==> src/rtl/ss_find_min_swap.sv <==
// ss_find_min_swap
// Selection-sort compare/swap stage sitting after the RAM read stage.
// During one pass over addresses si..ei it watches the in-order read stream,
// tracks the extreme value (min when ASCEND=1, max when ASCEND=0) and its
// address, then swaps that value with the one at si by two RAM writes and
// pulses o_done to the sort controller.
//
// Ports:
//   i_clk, i_rst_n            clock (rising edge), async active-low reset
//   i_start, i_si_ram         start pulse and pass start address
//   i_data_valid, i_data      read stream beats, address order si, si+1, ...
//   i_done_read               read stage finished the pass
//   o_we_ram/o_waddr_ram/o_wdata_ram   RAM write port (swap write-back)
//   o_min_data, o_min_addr    selected extreme and its address
//   o_swap                    last pass performed a swap
//   o_done                    one-cycle pass-complete pulse
//   o_busy                    FSM not idle
module ss_find_min_swap #(
  parameter int SIZE_ADDR = 6,
  parameter int SIZE_DATA = 8,
  parameter bit ASCEND    = 1'b1
) (
  input  logic                 i_clk,
  input  logic                 i_rst_n,
  input  logic                 i_start,
  input  logic [SIZE_ADDR-1:0] i_si_ram,
  input  logic                 i_data_valid,
  input  logic [SIZE_DATA-1:0] i_data,
  input  logic                 i_done_read,
  output logic                 o_we_ram,
  output logic [SIZE_ADDR-1:0] o_waddr_ram,
  output logic [SIZE_DATA-1:0] o_wdata_ram,
  output logic [SIZE_DATA-1:0] o_min_data,
  output logic [SIZE_ADDR-1:0] o_min_addr,
  output logic                 o_swap,
  output logic                 o_done,
  output logic                 o_busy
);

  typedef enum logic [2:0] {
    IDLE   = 3'd0,
    SCAN   = 3'd1,
    WR_SI  = 3'd2,
    WR_MIN = 3'd3,
    DONE   = 3'd4
  } state_t;

  localparam logic [SIZE_ADDR-1:0] ADDR_ZERO = {SIZE_ADDR{1'b0}};
  localparam logic [SIZE_ADDR-1:0] ADDR_ONE  = {{(SIZE_ADDR-1){1'b0}}, 1'b1};
  localparam logic [SIZE_DATA-1:0] DATA_ZERO = {SIZE_DATA{1'b0}};

  state_t               state_q, state_d;
  logic [SIZE_ADDR-1:0] si_q, si_d;
  logic [SIZE_ADDR-1:0] cnt_addr_q, cnt_addr_d;
  logic [SIZE_ADDR-1:0] min_addr_q, min_addr_d;
  logic [SIZE_DATA-1:0] min_data_q, min_data_d;
  logic [SIZE_DATA-1:0] first_data_q, first_data_d;
  logic                 first_q, first_d;
  logic                 swap_q, swap_d;
  logic                 we_q, we_d;
  logic [SIZE_ADDR-1:0] waddr_q, waddr_d;
  logic [SIZE_DATA-1:0] wdata_q, wdata_d;
  logic                 done_q, done_d;
  logic                 busy_q, busy_d;

  // Strict compare: ties keep the earlier address (stable selection).
  function automatic logic is_better(input logic [SIZE_DATA-1:0] cand,
                                     input logic [SIZE_DATA-1:0] best);
    if (ASCEND) begin
      return (cand < best);
    end else begin
      return (cand > best);
    end
  endfunction

  // Next-state and datapath update for the scan/swap sequence.
  always_comb begin
    state_d      = state_q;
    si_d         = si_q;
    cnt_addr_d   = cnt_addr_q;
    min_addr_d   = min_addr_q;
    min_data_d   = min_data_q;
    first_data_d = first_data_q;
    first_d      = first_q;
    swap_d       = swap_q;
    case (state_q)
      IDLE: begin
        if (i_start) begin
          si_d       = i_si_ram;
          cnt_addr_d = i_si_ram;
          first_d    = 1'b1;
          min_addr_d = ADDR_ZERO;
          min_data_d = DATA_ZERO;
          swap_d     = 1'b0;
          state_d    = SCAN;
        end else begin
          state_d = IDLE;
        end
      end
      SCAN: begin
        if (i_data_valid) begin
          cnt_addr_d = cnt_addr_q + ADDR_ONE;
          first_d    = 1'b0;
          if (first_q) begin
            first_data_d = i_data;
            min_data_d   = i_data;
            min_addr_d   = cnt_addr_q;
          end else if (is_better(i_data, min_data_q)) begin
            min_data_d = i_data;
            min_addr_d = cnt_addr_q;
          end else begin
            min_data_d = min_data_q;
          end
        end else begin
          cnt_addr_d = cnt_addr_q;
        end
        // Exit uses the post-beat values so a beat coincident with
        // i_done_read still takes part in the selection.
        if (i_done_read) begin
          if (first_d) begin
            state_d = DONE;
          end else if (min_addr_d == si_q) begin
            state_d = DONE;
          end else begin
            state_d = WR_SI;
          end
        end else begin
          state_d = SCAN;
        end
      end
      WR_SI: begin
        state_d = WR_MIN;
      end
      WR_MIN: begin
        swap_d  = 1'b1;
        state_d = DONE;
      end
      DONE: begin
        state_d = IDLE;
      end
      default: begin
        state_d = IDLE;
      end
    endcase
  end

  // Output next values derived from the next state so outputs are registered
  // yet aligned with the state they belong to.
  always_comb begin
    we_d    = 1'b0;
    waddr_d = ADDR_ZERO;
    wdata_d = DATA_ZERO;
    case (state_d)
      WR_SI: begin
        we_d    = 1'b1;
        waddr_d = si_d;
        wdata_d = min_data_d;
      end
      WR_MIN: begin
        we_d    = 1'b1;
        waddr_d = min_addr_d;
        wdata_d = first_data_d;
      end
      default: begin
        we_d = 1'b0;
      end
    endcase
    done_d = (state_d == DONE);
    busy_d = (state_d != IDLE);
  end

  // State, datapath and output registers.
  always_ff @(posedge i_clk or negedge i_rst_n) begin
    if (!i_rst_n) begin
      state_q      <= IDLE;
      si_q         <= ADDR_ZERO;
      cnt_addr_q   <= ADDR_ZERO;
      min_addr_q   <= ADDR_ZERO;
      min_data_q   <= DATA_ZERO;
      first_data_q <= DATA_ZERO;
      first_q      <= 1'b0;
      swap_q       <= 1'b0;
      we_q         <= 1'b0;
      waddr_q      <= ADDR_ZERO;
      wdata_q      <= DATA_ZERO;
      done_q       <= 1'b0;
      busy_q       <= 1'b0;
    end else begin
      state_q      <= state_d;
      si_q         <= si_d;
      cnt_addr_q   <= cnt_addr_d;
      min_addr_q   <= min_addr_d;
      min_data_q   <= min_data_d;
      first_data_q <= first_data_d;
      first_q      <= first_d;
      swap_q       <= swap_d;
      we_q         <= we_d;
      waddr_q      <= waddr_d;
      wdata_q      <= wdata_d;
      done_q       <= done_d;
      busy_q       <= busy_d;
    end
  end

  assign o_we_ram    = we_q;
  assign o_waddr_ram = waddr_q;
  assign o_wdata_ram = wdata_q;
  assign o_min_data  = min_data_q;
  assign o_min_addr  = min_addr_q;
  assign o_swap      = swap_q;
  assign o_done      = done_q;
  assign o_busy      = busy_q;

endmodule

==> config.mk <==
export PLATFORM = sky130hd
export DESIGN_NAME = ss_find_min_swap
export DESIGN_NICKNAME = d
export VERILOG_FILES = /design/src/rtl/ss_find_min_swap.sv
export SDC_FILE = /design/constraint.sdc
export NUM_CORES = 1
export LEC_CHECK = 0
export CAP_MARGIN = 10
export CORE_ASPECT_RATIO = 2
export CORE_MARGIN = 2
export CORE_UTILIZATION = 55
export CTS_BUF_LIST = sky130_fd_sc_hd__clkbuf_4 sky130_fd_sc_hd__clkbuf_8 sky130_fd_sc_hd__clkbuf_16
export DETAILED_ROUTE_END_ITERATION = 12
export PLACE_DENSITY = 0.89
export SLEW_MARGIN = 10
export SYNTH_ARGS = -nofsm -noshare
export SYNTH_HDL_FRONTEND = slang
export SYNTH_SLANG_ARGS = --single-unit
==> constraint.sdc <==
create_clock -name i_clk -period 3.3 [get_ports i_clk]
set_input_delay 0.66 -clock i_clk [delete_from_list [all_inputs] [get_ports i_clk]]
set_output_delay 0.66 -clock i_clk [all_outputs]
set_load 0.03 [all_outputs]
Fig. 1: run 1, M1 wires
Cells faint in the background.
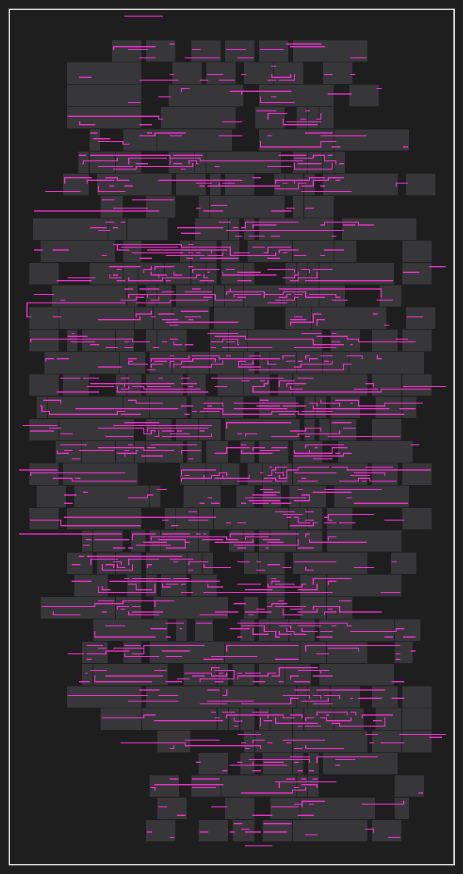
The wires run mostly horizontal. The longest straight run is 18.4 microns. The layer holds 34% of the routed length. The layer carries 2280 microns of wire.
final wirelength: 6750 microns
met1 Usage GRT: 27.3%
Vias: 2281

Fig. 2: run 1, the metal 2 layer
The bar under the picture is 20 microns long.
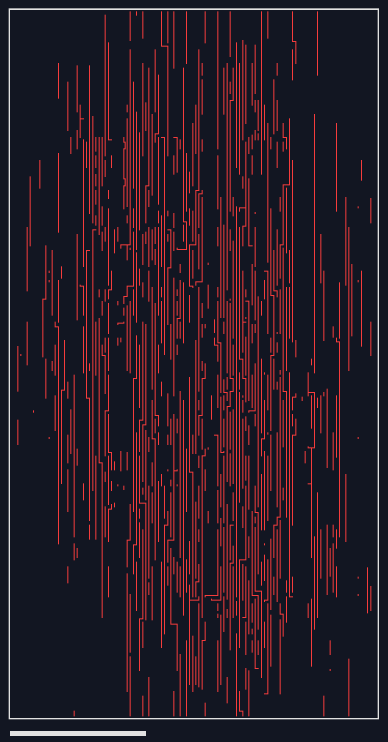
The layer holds 57% of the routed length. The layer carries 3860 microns of wire. The wires run mostly vertical. 303 nets have wire on it.
met2 usage: 47.8%

==> flow_summary.json, run 1 <==
{
  "outcome": "finished clean",
  "clkTransAtPathRegs_ns": 0.09,
  "grt_pass1_vias": 2433,
  "largest_area_cell": "dfrtp_1",
  "synth_stat.cells": 266,
  "dr.pass1.iters": 5,
  "final_nets": 344,
  "setup.worst_path.start": "i_data[2]",
  "clockPowerShare_pct": 11.4,
  "required_ns": 3.48,
  "initCoreUtil_pct": 56.8,
  "fill_cells": 355,
  "fin_area_sq_um": 3430,
  "reg2reg_to": "o_wdata_ram[6]",
  "cts_resized": 0,
  "yosysSeqAreaShare_pct": 50.7,
  "drive_gt1_share_pct": 10.1,
  "synth.cell_area_sq_um": 2770,
  "synthesis.nets": 293,
  "place_congestion": 0.944,
  "crit_chain": "clkdlybuf4s50_1 -> ha_1 -> a211o_1 -> a31oi_1 -> nor3_1 -> or3_4 -> nand3_1 -> o2bb2ai_1",
  "netlist-cell-type-count": 41,
  "grt_max_degree": 30,
  "crit_type": "input pin to flop",
  "leakage_nw": 1.57,
  "finalSetupTns_ns": 0,
  "ios": 51,
  "die_area_sq_um": 5640,
  "die_w_microns": 54.1,
  "h-tree-depth": 2,
  "critPathSlowestCell": "clkdlybuf4s50_1",
  "topCellsByArea": "dfrtp_1 (51%), nand2_1 (4.8%), a22o_1 (3.8%), ha_1 (3.6%), mux2_2 (3.3%)",
  "avgRoutedWirePerCell_microns": 18.0,
  "synth_top_flop_cell": "dfrtp_1",
  "slew_headroom_pct": 57.0,
  "hold_path.class": "input pin to asynchronous set/reset pin",
  "final_cell_mix": "dfrtp_1 (56), clkdlybuf4s50_1 (49), nand2_1 (35)",
  "rows": 36,
  "diodes": 0,
  "warnings": 26,
  "drt-initial-drc-count": 64,
  "via_per_inst": 6.08,
  "worst-endpoint-arrival_ns": 2.88,
  "reg2reg_from": "o_min_data[7]",
  "async_flop_share_pct": 100,
  "clkLatencyLatePin_ns": 0.31,
  "start_kind": "input pin",
  "ctsRootBufferMaster": "clkbuf_8",
  "combPwrFrac_pct": 53.3,
  "reg2reg_setup_slack_ns": 1.00,
  "core_sq_um": 4860,
  "die_h_microns": 104,
  "critPathMaxFanout": 10,
  "dp_hpwl_microns": 5070,
  "fin_ws_ns": 0.597,
  "clockBufferDepth": 2,
  "power.switching_mw": 1.55,
  "track_usage_pct": 27.0,
  "crit_family": "simple AND/OR/NAND/NOR gates",
  "irDropWorstVdd_v": 0.000685,
  "port_buffers": 50,
  "placed_area_sq_um": 3330,
  "postCtsSetupBuffers": 0,
  "p_total_mw": 3.50,
  "ys_chip_area_sq_um": 2770,
  "numCtsBuffers": 5,
  "max_freq_mhz": 370,
  "synthCells": 266,
  "syn_to_final_growth_pct": 23.9,
  "min_period_over_period_pct": 81.9,
  "p_int_mw": 1.96,
  "post-place-ws_ns": 0.252
}
Fig. 3: run 1, the metal 3 layer
The bar under the picture is 20 microns long.
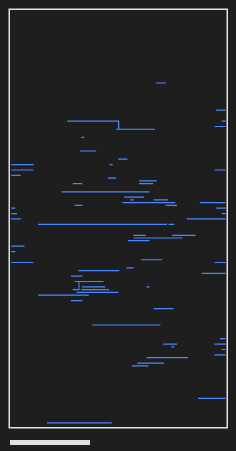
The wires run mostly horizontal. 50 nets have wire on it. The layer holds 5.2% of the routed length.
met3 Usage GRT: 4.17%

## run 1: through the flow
stage	hold WS [ns]	util (%)
after CTS	0.367	70.4
after floorplan	0.364	-
after global routing	0.386	70.4
after detailed placement	0.481	68.4
final	0.355	70.4
after global placement	0.472	68.4
## run 1: cell type report
class	count	area [sq um]	area share, %
Sequential cell	56	1400	40.9
Tap cell	57	71.3	2.08
Clock buffer	8	97.6	2.85
Multi-Input combinational cell	176	1220	35.7
Inverter	19	71.3	2.08
Timing Repair Buffer	59	563	16.4
## run 1: cells by family after synthesis
| family | synth area share, % |
|---|---|
| simple gates | 15.1 |
| compound gates | 18.1 |
| flops | 50.7 |
| buf+inv | 5.11 |
| xor+xnor | 3.80 |
| mux | 3.62 |
| fa+ha+maj | 3.62 |
## run 1: power groups by stage
stage,registers (mW),clock network (mW),logic [mW]
final,1.24,0.397,1.87
after global routing,1.28,0.424,2.03
after CTS,1.24,0.400,1.86
after detailed placement,1.25,0,1.85
after global placement,1.24,0,1.78
after floorplan,1.45,0,0.999
## run 1: state kept, by name, summed over array words and instances (netlist names)
name and flops:
cnt_addr_q 6, first_data_q 8, first_q 1, o_busy 1, o_done 1, o_min_addr 6, o_min_data 8, o_swap 1
o_waddr_ram 6, o_wdata_ram 8, o_we_ram 1, si_q 6, state_q 3
## run 1: Yosys cell counts (all sizes together), types with 4 or more instances
library cell	number
ha	8
mux2	8
a32o	6
nand2	35
o2bb2ai	8
nor2	8
o211ai	4
and2	11
xor2	6
inv	19
clkbuf	8
dfrtp	56
nand3	5
buf	7
o21ai	5
a22o	12
o22ai	5
a21oi	8
nor3	12
xnor2	6
a221oi	8
## run 1: metal layers
metal  global-route usage (%)  share of wire, %
met2                     47.8                57
met1                     27.3                34
met3                     4.17               5.2
met5                        0                 0
met4                     16.3               3.8
Fig. 4: run 1, clock nets
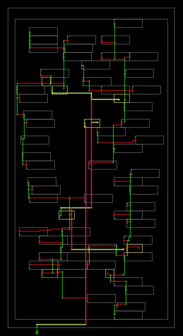

==> run 2, diff against run 1 <==
- CORE_UTILIZATION: 55 -> 52
- PLACE_DENSITY: 0.89 -> 0.85
- clock period: 3.3 -> 2.7 ns (I/O delays scaled with it)
Fig. 5: run 2, clock nets
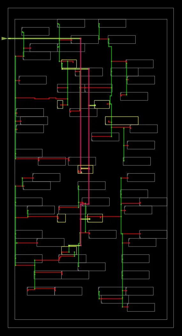
clk_buf instances: 5
clk_skew: 0.00785 ns
number of CTS-inserted buffers: 5

==> flow_summary.json, run 2 <==
{
  "outcome": "finished clean",
  "warnings": 26,
  "top_cell_area_share_pct": 50.7,
  "slew_violations": 0,
  "min_period_over_period_pct": 94.5,
  "via_per_inst": 5.88,
  "netlist-cell-type-count": 41,
  "die_h_microns": 107,
  "dr.pass1.iters": 4,
  "synth.cell_area_sq_um": 2770,
  "ctsRootBufferMaster": "clkbuf_8",
  "drive_gt1_share_pct": 12.3,
  "final_common_cell": "dfrtp_1",
  "critPathMaxFanout": 8,
  "overflow": 0,
  "routed_wl_microns": 6750,
  "met1_usage_pct": 24.9,
  "cts_tree": "built",
  "start_kind": "input pin",
  "required_ns": 2.89,
  "clkTransAtPathRegs_ns": 0.10,
  "track_usage_pct": 23.8,
  "synthCells": 266,
  "diodes": 0,
  "hold_path.class": "input pin to asynchronous set/reset pin",
  "top_cells_by_count": "dfrtp_1 (56), nand2_1 (35), inv_1 (19), a22o_1 (12), nor3_1 (11)",
  "ant_nets": 0,
  "post-place-ws_ns": -0.200,
  "port_buffers": 50,
  "final_nets": 352,
  "synthesis.nets": 293,
  "clkLatencyLatePin_ns": 0.32,
  "gr-usage-met3_pct": 2.53,
  "endpoint_kind": "flop",
  "drt-initial-drc-count": 49,
  "drc": 0,
  "final_cell_mix": "dfrtp_1 (56), clkdlybuf4s50_1 (49), nand2_1 (35)",
  "grt_antenna_before_repair": 0,
  "initCoreUtil_pct": 53.8,
  "dp_hpwl_microns": 4920,
  "top_layer": "met4",
  "avgRoutedWirePerCell_microns": 17.6,
  "clockBufferDepth": 2,
  "worst-endpoint-arrival_ns": 2.74,
  "grt_pass1_vias": 2348,
  "max_freq_mhz": 392,
  "postCtsSetupBuffers": 0,
  "met2_usage_pct": 45.7,
  "route.vias.total": 2256,
  "powerDensity_nw_per_um2": 1250,
  "yosysMostFrequentCell": "dfrtp_1",
  "synth.avg_cell_area_sq_um": 10.4,
  "fin_ws_ns": 0.150,
  "h-tree-depth": 2,
  "rows": 37,
  "dr_wl_met2_microns": 3890,
  "cts.sink_count": 56,
  "leakage_nw": 1.61,
  "synth_stat.cells": 266,
  "largest_area_cell": "dfrtp_1",
  "die_area_sq_um": 5950,
  "drt-met1-wl_microns": 2480,
  "core_sq_um": 5140,
  "final_util_pct": 68.4,
  "met3_length_microns": 180,
  "grt_pass1_wl_microns": 11000,
  "ys_ff": 56,
  "synth_top_flop_cell": "dfrtp_1",
  "placed_area_sq_um": 3400,
  "ios": 51,
  "grt_max_degree": 57,
  "cts_hold_buf": 0,
  "irDropWorstVdd_v": 0.000746,
  "grt_busiest_layer": "met2",
  "cts_resized": 0,
  "topCellsByArea": "dfrtp_1 (51%), nand2_1 (4.8%), a22o_1 (3.8%), ha_1 (3.6%), mux2_2 (3.3%)",
  "yosysSeqAreaShare_pct": 50.7,
  "rsz0062_at_grt": "no",
  "crit_type": "input pin to flop",
  "fin_area_sq_um": 3510,
  "drv_cap": 0,
  "ys_chip_area_sq_um": 2770,
  "syn_to_final_growth_pct": 27.1,
  "async_flop_share_pct": 100,
  "slew_headroom_pct": 53.2,
  "place_congestion": 0.923,
  "die_w_microns": 55.6,
  "yosys_warnings": 0
}
-- run 2: worst paths after layout --
path	start	to	slack (ns)	depth (start not counted)
max	i_data[2]	o_wdata_ram[4]	0.15	9
min	i_rst_n	cnt_addr_q[0]	0.35	2
max reg2reg	o_min_data[2]	o_wdata_ram[4]	0.42	9
min reg2reg	state_q[2]	o_busy	0.49	1
max in group asynchronous	i_rst_n	o_swap	1.89	2
min in group i_clk	state_q[2]	o_busy	0.49	1
-- run 2: worst max-delay path, cell delays in order --
cell,delay [ns]
clkdlybuf4s50_1,0.45
ha_1,0.34
a211o_1,0.26
a31oi_1,0.16
nor3_1,0.10
or2_0,0.23
buf_4,0.18
a221oi_1,0.36
o2bb2ai_1,0.12
-- run 2: metrics by stage --
stage               power, mW  std cells  hold slack (ns)  TNS (ns)
floorplan                3.00        266            0.244         0
global placement         3.77        376            0.470    -0.686
detailed placement       3.85        376            0.478     -3.21
CTS                      4.41        384            0.370         0
global route             4.69        384            0.422         0
finish                   4.40        384            0.353         0
-- run 2: cells by family after synthesis --
group           after synthesis  synth area share, %
fa+ha+maj                     8                 3.62
buf+inv                      34                 5.11
mux                           9                 3.62
simple gates                 83                 15.1
flops                        56                 50.7
compound gates               64                 18.1
xor+xnor                     12                 3.80
-- run 2: power by group --
part	internal, mW	switching (mW)
clock network	0.275	0.279
logic	1.02	1.32
registers	1.19	0.318
total	2.49	1.92
-- run 2: final cells by class --
| class | instances | area [sq um] |
|---|---|---|
| repair buffers | 67 | 636 |
| flip-flops and latches | 56 | 1400 |
| clock inverters | 3 | 42.5 |
| multi-input cells | 176 | 1220 |
| inverters | 19 | 71.3 |
| well taps | 58 | 72.6 |
| fillers | 405 | 1620 |
| clock buffers | 5 | 68.8 |
Fig. 6: run 2, M1 wires
Cells faint in the background.
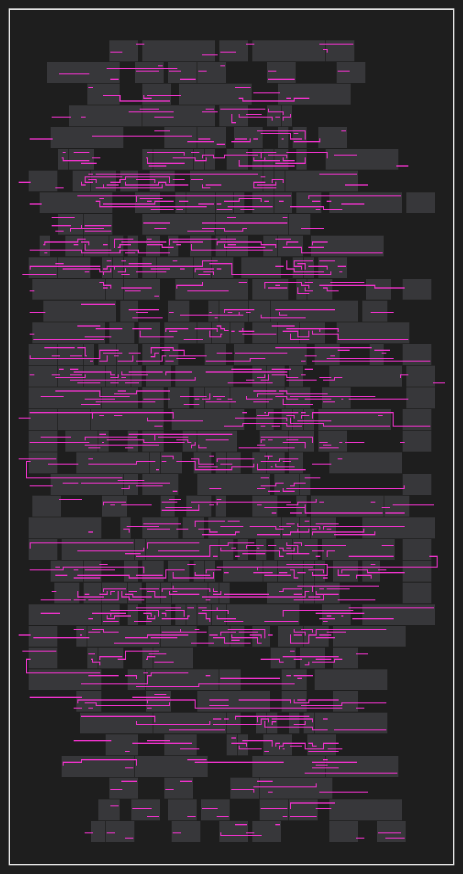

==> run 3, diff against run 2 <==
- CORE_ASPECT_RATIO: 2 -> 0.8
- CTS_CLUSTER_SIZE: unset -> 8
Fig. 7: run 3, M1 wires
Cells faint in the background.
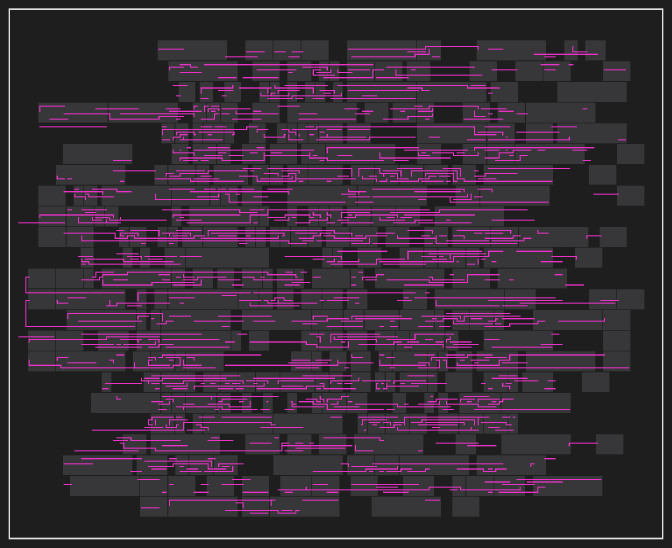
The layer carries 3030 microns of wire. The longest straight run is 27.1 microns.
final wirelength: 6500 microns
met1 Usage GRT: 35.3%
Vias: 2252

==> flow_summary.json, run 3 <==
{
  "outcome": "finished clean",
  "final_cell_mix": "dfrtp_1 (56), clkdlybuf4s50_1 (49), nand2_1 (35)",
  "avgRoutedWirePerCell_microns": 16.8,
  "mux_share_pct": 3.62,
  "whs_ns": 0.336,
  "synthesis.nets": 293,
  "synth_top_flop_cell": "dfrtp_1",
  "synth-xor-area-share_pct": 3.80,
  "min_period_over_period_pct": 93.7,
  "yosys_warnings": 0,
  "required_ns": 2.89,
  "p_total_mw": 4.37,
  "yosysSeqAreaShare_pct": 50.7,
  "endpoint_kind": "flop",
  "grt_antenna_before_repair": 0,
  "syn_to_final_growth_pct": 26.7,
  "drv_cap": 0,
  "grt_pass1_wl_microns": 11000,
  "cts_hold_buf": 0,
  "die_w_microns": 85.5,
  "port_buffers": 50,
  "final_common_cell": "dfrtp_1",
  "diodes": 0,
  "ant_nets": 0,
  "largest_area_cell": "dfrtp_1",
  "die_h_microns": 69.2,
  "h-tree-depth": 2,
  "leakage_nw": 1.60,
  "synth.cellmix.adderShare_pct": 3.62,
  "slew_violations": 0,
  "netlist-cell-type-count": 41,
  "synth.cell_area_sq_um": 2770,
  "topCellsByArea": "dfrtp_1 (51%), nand2_1 (4.8%), a22o_1 (3.8%), ha_1 (3.6%), mux2_2 (3.3%)",
  "synth_stat.cells": 266,
  "cts_resized": 0,
  "place_congestion": 0.897,
  "ys_chip_area_sq_um": 2770,
  "track_usage_pct": 23.3,
  "drc": 0,
  "ys_sh_simple_pct": 15.1,
  "worst-endpoint-arrival_ns": 2.72,
  "ios": 51,
  "synth.avg_cell_area_sq_um": 10.4,
  "slew_headroom_pct": 53.8,
  "dr.pass1.iters": 4,
  "final_nets": 350,
  "top_layer": "met4",
  "irDropWorstVdd_v": 0.000840,
  "cts_tree": "built",
  "grt_pass1_vias": 2218,
  "warnings": 26,
  "ys_ff": 56,
  "met2_usage_pct": 34.9,
  "dr_wl_met2_microns": 2960,
  "fill_cells": 378,
  "via_per_inst": 5.83,
  "drt-met1-wl_microns": 3030,
  "dp_hpwl_microns": 4600,
  "async_flop_share_pct": 100,
  "clkTransAtPathRegs_ns": 0.10,
  "worst_clock_skew_ns": 0.0123,
  "postCtsSetupBuffers": 0,
  "post-place-ws_ns": -0.152,
  "ctsRootBufferMaster": "clkbuf_8",
  "overflow": 0,
  "critPathMaxFanout": 4,
  "core_sq_um": 5060,
  "clkLatencyLatePin_ns": 0.31,
  "met3_length_microns": 429,
  "top_cells_by_count": "dfrtp_1 (56), nand2_1 (35), inv_1 (19), a22o_1 (12), nor3_1 (11)",
  "rsz0062_at_grt": "no",
  "gr-usage-met3_pct": 4.17,
  "yosysMostFrequentCell": "dfrtp_1",
  "start_kind": "input pin",
  "cts.sink_count": 56,
  "rows": 23,
  "clockBufferDepth": 2,
  "hold_path.class": "input pin to asynchronous set/reset pin",
  "fin_ws_ns": 0.169,
  "synthAoiAreaFrac_pct": 18.1
}
==> run 3: cell counts after synthesis <==
Identical to the previous run, type by type.
==> run 3: through the flow <==
stage	setup TNS (ns)	instances	util, %	area (sq um)
2_1_floorplan	0	266	-	2770
3_3_place_gp	-0.761	378	66.7	3380
3_5_place_dp	-2.94	378	66.7	3380
4_1_cts	0	386	68.9	3490
5_1_grt	0	386	69.2	3500
6_report	0	386	69.2	3500
==> run 3: worst max-delay path, cell delays in order <==
cell and delay (ns):
clkdlybuf4s50_1 0.45, ha_1 0.33, a211o_1 0.25, a31oi_1 0.16
nor3_1 0.11, or2_0 0.26, buf_4 0.17, a221oi_1 0.33
o2bb2ai_1 0.11
==> run 3: worst paths after layout <==
kind                                  from              end  slack (ns)  depth (start not counted)
min in group i_clk         first_data_q[4]  first_data_q[4]        0.51                          1
max reg2reg                  o_min_data[2]   o_wdata_ram[1]        0.44                          9
min                                i_rst_n   o_waddr_ram[3]        0.34                          2
min reg2reg                first_data_q[4]  first_data_q[4]        0.51                          1
max in group asynchronous          i_rst_n   o_wdata_ram[0]        1.89                          2
max                              i_data[2]   o_wdata_ram[1]        0.17                          9
==> run 3: final cells by class <==
| class | instances | area, sq um | share of cell area (%) |
|---|---|---|---|
| multi-input combinational | 176 | 1230 | 35.2 |
| clock inverter | 3 | 42.5 | 1.21 |
| timing repair buffer | 65 | 608 | 17.4 |
| clock buffer | 5 | 68.8 | 1.96 |
| sequential | 56 | 1400 | 40.0 |
| inverter | 19 | 71.3 | 2.03 |
| tap | 62 | 77.6 | 2.21 |
==> run 3: where the power goes <==
group          internal [mW]  switching (mW)  leakage (nW)
clock network          0.275           0.272        0.0541
registers               1.19           0.334         0.717
logic                  0.999            1.30         0.831
No activity file was given, so power comes from the tool's default toggle rates.
